`src/rtl/rs232_pkg.sv`:
```
// Shared types for the RS232 console arbiters: FSM encoding, no-owner marker, default EOL byte.
// Pure declarations; no latency or flow control of its own.
package rs232_pkg;

    typedef enum logic [2:0] {
        ST_IDLE   = 3'd0,
        ST_HOLD   = 3'd1,
        ST_SEND   = 3'd2,
        ST_SETTLE = 3'd3,
        ST_WAIT   = 3'd4
    } state_e;

    localparam logic [3:0] NO_OWNER    = 4'hF;
    localparam logic [7:0] EOL_DEFAULT = 8'h0A;

    // Successor of idx in a ring of n entries.
    function automatic logic [3:0] rr_next(input logic [3:0] idx, input int n);
        return (int'(idx) >= n - 1) ? 4'd0 : idx + 4'd1;
    endfunction

endpackage

```
`src/rtl/rr_pick.sv`:
```
// Round-robin priority picker: first set request at or after ptr_i, searching upward with wrap.
// Purely combinational; ptr_i must be below N.
module rr_pick #(
    parameter int N  = 4,
    parameter int IW = 4
) (
    input  logic [N-1:0]  req_i,
    input  logic [IW-1:0] ptr_i,
    output logic          found_o,
    output logic [IW-1:0] idx_o
);

    always_comb begin
        found_o = 1'b0;
        idx_o   = '0;
        // Outer loop walks priority distance from ptr_i; inner loop maps it to a request line.
        for (int k = 0; k < N; k++) begin
            for (int j = 0; j < N; j++) begin
                if (!found_o && req_i[j] && (j == (int'(ptr_i) + k) % N)) begin
                    found_o = 1'b1;
                    idx_o   = IW'(j);
                end
            end
        end
    end

endmodule

```
`src/rtl/rs232_tx_arbiter.sv`:
```
// Grants the single UART transmitter to one core at a time until EOL or idle timeout, round-robin.
// tx_write 2 cycles after a request from IDLE; bytes paced by tx_ready, one ack per accepted byte.
module rs232_tx_arbiter
    import rs232_pkg::*;
#(
    parameter int         NCORES       = 4,
    parameter int         HOLD_TIMEOUT = 100000,
    parameter logic [7:0] EOL_CHAR     = EOL_DEFAULT
) (
    input  logic                  clock,
    input  logic                  reset,
    input  logic [NCORES-1:0]     req,
    input  logic [8*NCORES-1:0]   data,
    output logic [NCORES-1:0]     ack,
    input  logic                  tx_ready,
    output logic                  tx_write,
    output logic [7:0]            tx_data,
    output logic [3:0]            owner,
    output logic                  busy
);

    localparam int             CW       = $clog2(HOLD_TIMEOUT) + 1;
    localparam logic [CW-1:0]  CNT_LAST = CW'(HOLD_TIMEOUT - 1);
    localparam logic [CW-1:0]  CNT_MAX  = '1;

    state_e          state_q, state_d;
    logic [3:0]      owner_q, owner_d;
    logic [3:0]      rr_ptr_q, rr_ptr_d;
    logic [CW-1:0]   idle_cnt_q, idle_cnt_d;
    logic [7:0]      last_byte_q, last_byte_d;

    logic              own_req;
    logic [7:0]        own_data;
    logic [NCORES-1:0] own_onehot;
    logic              pick_found;
    logic [3:0]        pick_idx;

    rr_pick #(.N(NCORES), .IW(4)) u_pick (
        .req_i   (req),
        .ptr_i   (rr_ptr_q),
        .found_o (pick_found),
        .idx_o   (pick_idx)
    );

    // Select the current owner's request and byte; everything is zero when nobody owns the grant.
    always_comb begin
        own_req    = 1'b0;
        own_data   = 8'h00;
        own_onehot = '0;
        for (int i = 0; i < NCORES; i++) begin
            if (owner_q == 4'(i)) begin
                own_req       = req[i];
                own_data      = data[8*i +: 8];
                own_onehot[i] = 1'b1;
            end
        end
    end

    always_comb begin
        state_d     = state_q;
        owner_d     = owner_q;
        rr_ptr_d    = rr_ptr_q;
        idle_cnt_d  = '0;
        last_byte_d = last_byte_q;
        ack         = '0;
        tx_write    = 1'b0;
        tx_data     = 8'h00;
        case (state_q)
            ST_IDLE: begin
                if (pick_found) begin
                    owner_d = pick_idx;
                    state_d = ST_HOLD;
                end
            end
            ST_HOLD: begin
                if (own_req) begin
                    if (tx_ready) state_d = ST_SEND;
                end else if (idle_cnt_q == CNT_LAST) begin
                    owner_d  = NO_OWNER;
                    rr_ptr_d = rr_next(owner_q, NCORES);
                    state_d  = ST_IDLE;
                end else if (idle_cnt_q != CNT_MAX) begin
                    idle_cnt_d = idle_cnt_q + 1'b1;
                end else begin
                    idle_cnt_d = idle_cnt_q;
                end
            end
            ST_SEND: begin
                tx_write    = 1'b1;
                tx_data     = own_data;
                ack         = own_onehot;
                last_byte_d = own_data;
                state_d     = ST_SETTLE;
            end
            // The UART's empty flag only drops one cycle after the write, so tx_ready is not trusted here.
            ST_SETTLE: state_d = ST_WAIT;
            ST_WAIT: begin
                if (tx_ready) begin
                    if (last_byte_q == EOL_CHAR) begin
                        owner_d  = NO_OWNER;
                        rr_ptr_d = rr_next(owner_q, NCORES);
                        state_d  = ST_IDLE;
                    end else begin
                        state_d = ST_HOLD;
                    end
                end
            end
            default: begin
                owner_d = NO_OWNER;
                state_d = ST_IDLE;
            end
        endcase
    end

    always_ff @(posedge clock or negedge reset) begin
        if (!reset) begin
            state_q     <= ST_IDLE;
            owner_q     <= NO_OWNER;
            rr_ptr_q    <= 4'd0;
            idle_cnt_q  <= '0;
            last_byte_q <= 8'h00;
        end else begin
            state_q     <= state_d;
            owner_q     <= owner_d;
            rr_ptr_q    <= rr_ptr_d;
            idle_cnt_q  <= idle_cnt_d;
            last_byte_q <= last_byte_d;
        end
    end

    assign owner = owner_q;
    assign busy  = (state_q != ST_IDLE);

endmodule
```
`config.mk`:
```
export PLATFORM = sky130hd
export DESIGN_NAME = rs232_tx_arbiter
export DESIGN_NICKNAME = d
export VERILOG_FILES = /design/src/rtl/rs232_pkg.sv /design/src/rtl/rr_pick.sv /design/src/rtl/rs232_tx_arbiter.sv
export SDC_FILE = /design/constraint.sdc
export NUM_CORES = 1
export LEC_CHECK = 0
export CORE_ASPECT_RATIO = 1.25
export CORE_MARGIN = 3
export CORE_UTILIZATION = 54
export DETAILED_ROUTE_END_ITERATION = 6
export PLACE_DENSITY = 0.86
export SETUP_SLACK_MARGIN = 0.4
export SLEW_MARGIN = 0
export SYNTH_ARGS = -nofsm -noshare
export SYNTH_HDL_FRONTEND = slang
export SYNTH_HIERARCHICAL = 1
export SYNTH_SLANG_ARGS = --single-unit
export TNS_END_PERCENT = 30
```
`constraint.sdc`:
```
create_clock -name clock -period 3.85 [get_ports clock]
set_input_delay 0.9625 -clock clock [delete_from_list [all_inputs] [get_ports clock]]
set_output_delay 0.9625 -clock clock [all_outputs]
set_load 0.1 [all_outputs]
```
Figure 1. M3 wires (run 1).
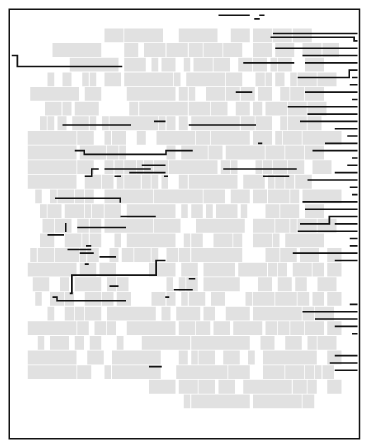
share of all routed wire	7.3%
wire length on this layer	478 um
longest straight run	19.3 um
main direction	horizontal
drt total wl: 6550 um
met3 Use GR: 0.0676
Vias: 2301

Figure 2. Clock distribution (run 1).
Bar = 20 um.
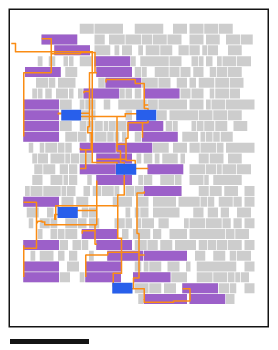
[purple] flip-flops | count: 35
[orange] clock wires | length: 446 um
[blue] cells driving clock nets | count: 5
routed clock nets	6
Clock power frac: 0.143
clock skew: 0.00424 ns
Clock net power: 0.264 mW
Clock Latency Late Sink: 0.29 ns

Figure 3. Close-up of the layout (run 1).
Region (12, 20) to (52, 60) um. Cells in gray, sequential cells in the stronger gray; small squares are vias.
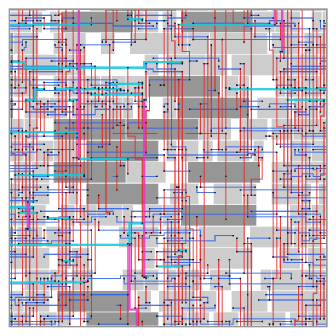
color	layer
cyan	met3
magenta	met4
blue	met1
red	met2
most frequent	nor2_1 (15), dfrtp_1 (12), nand2_1 (11)
netlist names of flops here include	idle_cnt_q (5), last_byte_q (5), state_q (2)
cells with their middle in the window	148
sequential cells in the window	13

==> flow_metrics.tcl, run 1 <==
# flow metrics
set metrics [dict create \
    finalCriticalPeriod_ns 3.33 \
    irDropWorstVdd_v 0.000326 \
    p_sw_mw 0.897 \
    status "completed" \
    die_height_um 79.5 \
    ant_nets 0 \
    antenna_found_initial 0 \
    tightest_slew_ns 0.991 \
    initCoreUtil 0.565 \
    p_comb_frac 0.557 \
    synth_cells 270 \
    setup_viol 0 \
    dr_wl_met3_um 478 \
    ctsHtreeMaxLevel 2 \
    crit_slowest_cell "dfstp_4" \
    path_cells "inv_1, ha_4, or3b_4, nor2_1, a211oi_1, a21oi_2, nor2_4, buf_12" \
    whs_path_depth 2 \
    met2WireLength_um 3220 \
    pwr-share-seq 0.299 \
    syn_avg_cell_area_sq_um 8.65 \
    cap_violations 0 \
    clk_pin_slew_worst_paths_ns 0.07 \
    finalMaxSlewViolations 0 \
    synth_area_sq_mm 0.00233 \
    wire_per_inst_um 17.4 \
    drt-initial-drc-count 199 \
    num_antenna_cells 0 \
    row_count 26 \
    path_buffers 2 \
    grt_pass1_wl_um 10800 \
    gp_congestion 0.917 \
]
-- run 1: power by group through the flow --
stage / combinational [mW] / clock (mW) / sequential (mW)
2_1_floorplan: 0.610 / 0 / 0.674
3_3_place_gp: 0.936 / 0 / 0.546
3_5_place_dp: 0.959 / 0 / 0.551
4_1_cts: 1.00 / 0.268 / 0.545
5_1_grt: 1.10 / 0.286 / 0.561
6_report: 1.03 / 0.264 / 0.551
-- run 1: worst reg2reg max path, delay by kind of cell (launching register included) --
kind | cells | cell delay (ns)
AND/OR/NAND/NOR | 4 | 1.05
flip-flops | 1 | 0.65
adder cells (fa/ha/maj) | 1 | 0.52
multiplexers | 1 | 0.27
-- run 1: registers in the layout, indices dropped and copies added, names as in the netlist --
name         flops
owner            4
last_byte_q      8
rr_ptr_q         2
idle_cnt_q      18
state_q          3
-- run 1: through the flow --
stage | util | hold WS (ns) | worst slack (ns) | cell area [sq um] | cells
final | 0.774 | 0.492 | 0.522 | 3200 | 377
after global routing | 0.774 | 0.535 | 0.428 | 3200 | 377
after CTS | 0.770 | 0.494 | 0.444 | 3180 | 377
after detailed placement | 0.740 | 0.475 | 0.433 | 3060 | 369
after global placement | 0.740 | 0.459 | 0.478 | 3060 | 369
after floorplan | - | 0.441 | 0.409 | 2420 | 271
-- run 1: layout make-up --
| class | count | area, sq um |
|---|---|---|
| Tap cell | 56 | 70.1 |
| Sequential cell | 35 | 888 |
| Timing Repair Buffer | 59 | 653 |
| Clock buffer | 5 | 68.8 |
| Fill cell | 282 | 932 |
| Multi-Input combinational cell | 214 | 1480 |
| Clock inverter | 3 | 20.0 |
| Inverter | 5 | 18.8 |
-- run 1: layout by cell type (no fill, tap or decap), drive strengths merged, types with 9 or more instances in the layout --
master         count
a21oi             25
dfrtp             31
o21ai             13
buf               20
nor2              39
a211oi            13
nand2             18
nand3b             9
clkdlybuf4s50     39
-- run 1: path summary, 6_finish.rpt --
check                                                 from                          to
worst max-delay path                  owner[0]$_DFFE_PN1P_                  tx_data[3]
worst max register to register        owner[0]$_DFFE_PN1P_     rr_ptr_q[1]$_DFFE_PN0P_
max in group asynchronous                            reset        owner[3]$_DFFE_PN1P_
worst min-delay path            last_byte_q[2]$_DFFE_PN0P_  last_byte_q[2]$_DFFE_PN0P_
min in group asynchronous                            reset   idle_cnt_q[1]$_DFFE_PN0P_
worst min register to register  last_byte_q[2]$_DFFE_PN0P_  last_byte_q[2]$_DFFE_PN0P_
-- run 1: layer usage --
metal,up-vias,track usage
met5,-,0
met4,0,0.104
met3,12,0.0676
met2,104,0.461
met1,1098,0.312
li1,1087,-
Figure 4. Wiring heat map (run 1).
Bar = 20 um. 13 x 16 tiles, from white (low) to dark blue (high), scaled to the fullest tile. Values are wire area over tile area, all layers added.
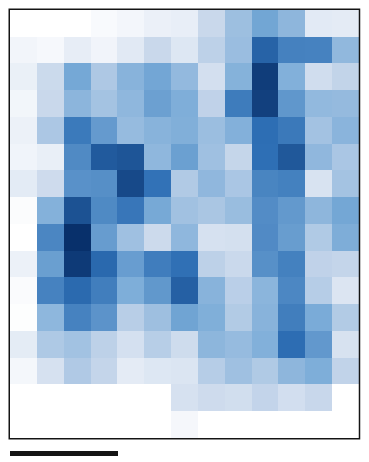

==> run 1 -> run 2 <==
Settings changed: PLACE_DENSITY 0.86 to 0.94.
Figure 5. Wiring heat map (run 2).
Bar = 20 um. 13 x 16 tiles, from white (low) to dark blue (high), scaled to the fullest tile. Values are wire area over tile area, all layers added.
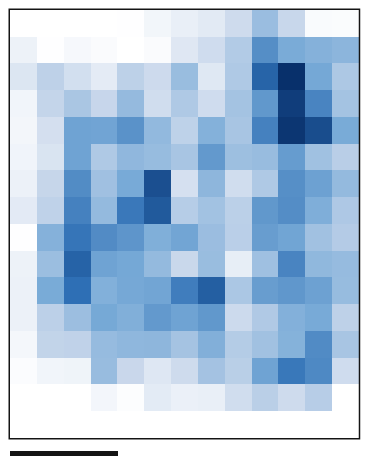
nearly empty tiles	13%
fullest tile	0.58
mean over tiles	0.20

==> run 2 against run 1 <==
Compared with the run above: area after synthesis unchanged; critical path depth unchanged; sequential cell count unchanged; count of clock-buffer cells in the layout unchanged; synthesized cell count unchanged; die area unchanged; cell area increased by 0.12%; clock power about the same; combinational power about the same; critical endpoint unchanged; largest cell class unchanged; largest power group unchanged.
==> flow_metrics.tcl, run 2 <==
# flow metrics
set metrics [dict create \
    status "completed" \
    clk_pin_slew_worst_paths_ns 0.08 \
    clk_latency_ns 0.29 \
    wire_per_inst_um 16.4 \
    regMostFlops "idle_cnt_q" \
    finalCriticalPeriod_ns 3.35 \
    syn_avg_cell_area_sq_um 8.65 \
    cap_violations 0 \
    grt_pass1_wl_um 10600 \
    layout_top_cells "clkdlybuf4s50_1 (39), dfrtp_1 (31), nor2_1 (30), nand2_1 (18), a21oi_1 (17)" \
    final_area_sq_mm 0.00320 \
    num_antenna_cells 0 \
    path_cells "inv_1, ha_4, or3b_4, nor2_1, a211oi_1, a21oi_2, nor2_4, buf_12" \
    initCoreUtil 0.565 \
    crit-reg2reg-launch "owner[0]$_DFFE_PN1P_" \
    r2r-end "rr_ptr_q[0]$_DFFE_PN0P_" \
    fillCellCount 272 \
    min_to "last_byte_q[6]$_DFFE_PN0P_" \
    ctsHtreeMaxLevel 2 \
    drt-initial-drc-count 187 \
    crit_slowest_cell "dfstp_4" \
    ant_nets 0 \
    largest_register_ffs 18 \
]
Figure 6. Clock distribution (run 2).
Bar = 20 um.
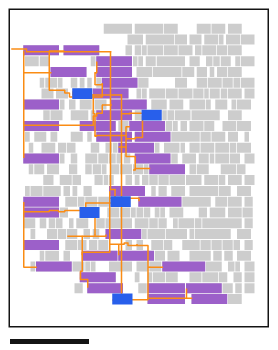
[blue] cells driving clock nets | count: 5
[orange] clock wires | length: 457 um
[purple] flip-flops | count: 35
routed clock nets	6
Clock net power: 0.263 mW
clock skew: 0.00697 ns

-- run 2: through the flow --
stage | hold WS (ns) | cells | util
after detailed placement | 0.478 | 369 | 0.740
after global placement | 0.460 | 369 | 0.740
after floorplan | 0.441 | 271 | -
after global routing | 0.519 | 377 | 0.775
final | 0.493 | 377 | 0.775
after CTS | 0.496 | 377 | 0.770
-- run 2: how the worst max path moves through the flow --
stage,from,end,slack (ns)
finish,owner[0]$_DFFE_PN1P_,tx_data[3],0.50
global route,owner[0]$_DFFE_PN1P_,tx_data[1],0.41
CTS,state_q[2]$_DFFE_PN0P_,tx_data[4],0.44
detailed placement,owner[1]$_DFFE_PN1P_,tx_data[1],0.40
global placement,owner[1]$_DFFE_PN1P_,tx_data[1],0.46
floorplan,owner[0]$_DFFE_PN1P_,tx_data[1],0.41
-- run 2: critical path: cells and delay by family, from the launching register on --
family,cells,cell delay [ns]
flops,1,0.65
simple gates,3,0.53
compound gates,2,0.42
buf+inv,2,0.27
fa+ha+maj,1,0.21
-- run 2: repair_timing --
| item | in CTS | in global routing |
|---|---|---|
| gates cloned | 0 | 0 |
| gates resized | 10 | 5 |
| pin swaps | 0 | 0 |
| hold buffers | 0 | 0 |
| setup endpoints to repair | 8 | 8 |
-- run 2: final cells by class --
type / instances / share of cell area
Multi-Input combinational cell: 214 / 0.463
Sequential cell: 35 / 0.277
Timing Repair Buffer: 59 / 0.204
Tap cell: 56 / 0.0219
Clock buffer: 5 / 0.0215
Clock inverter: 3 / 0.00625
Inverter: 5 / 0.00586
-- run 2: report_power, final --
| part | switching (mW) | total [mW] | leakage (nW) | internal, mW |
|---|---|---|---|---|
| Sequential | 0.0960 | 0.551 | 0.467 | 0.455 |
| Combinational | 0.661 | 1.02 | 0.728 | 0.364 |
| Clock | 0.137 | 0.263 | 0.0402 | 0.126 |
-- run 2: layer usage --
| metal | global-route usage | vias to the layer above | wire length [um] |
|---|---|---|---|
| li1 | - | 1091 | - |
| met1 | 0.323 | 1098 | 2620 |
| met2 | 0.445 | 104 | 3010 |
| met3 | 0.0563 | 8 | 474 |
| met4 | 0.0951 | 0 | 88 |
| met5 | 0 | - | 0 |
Power and IR drop assume default switching activity.
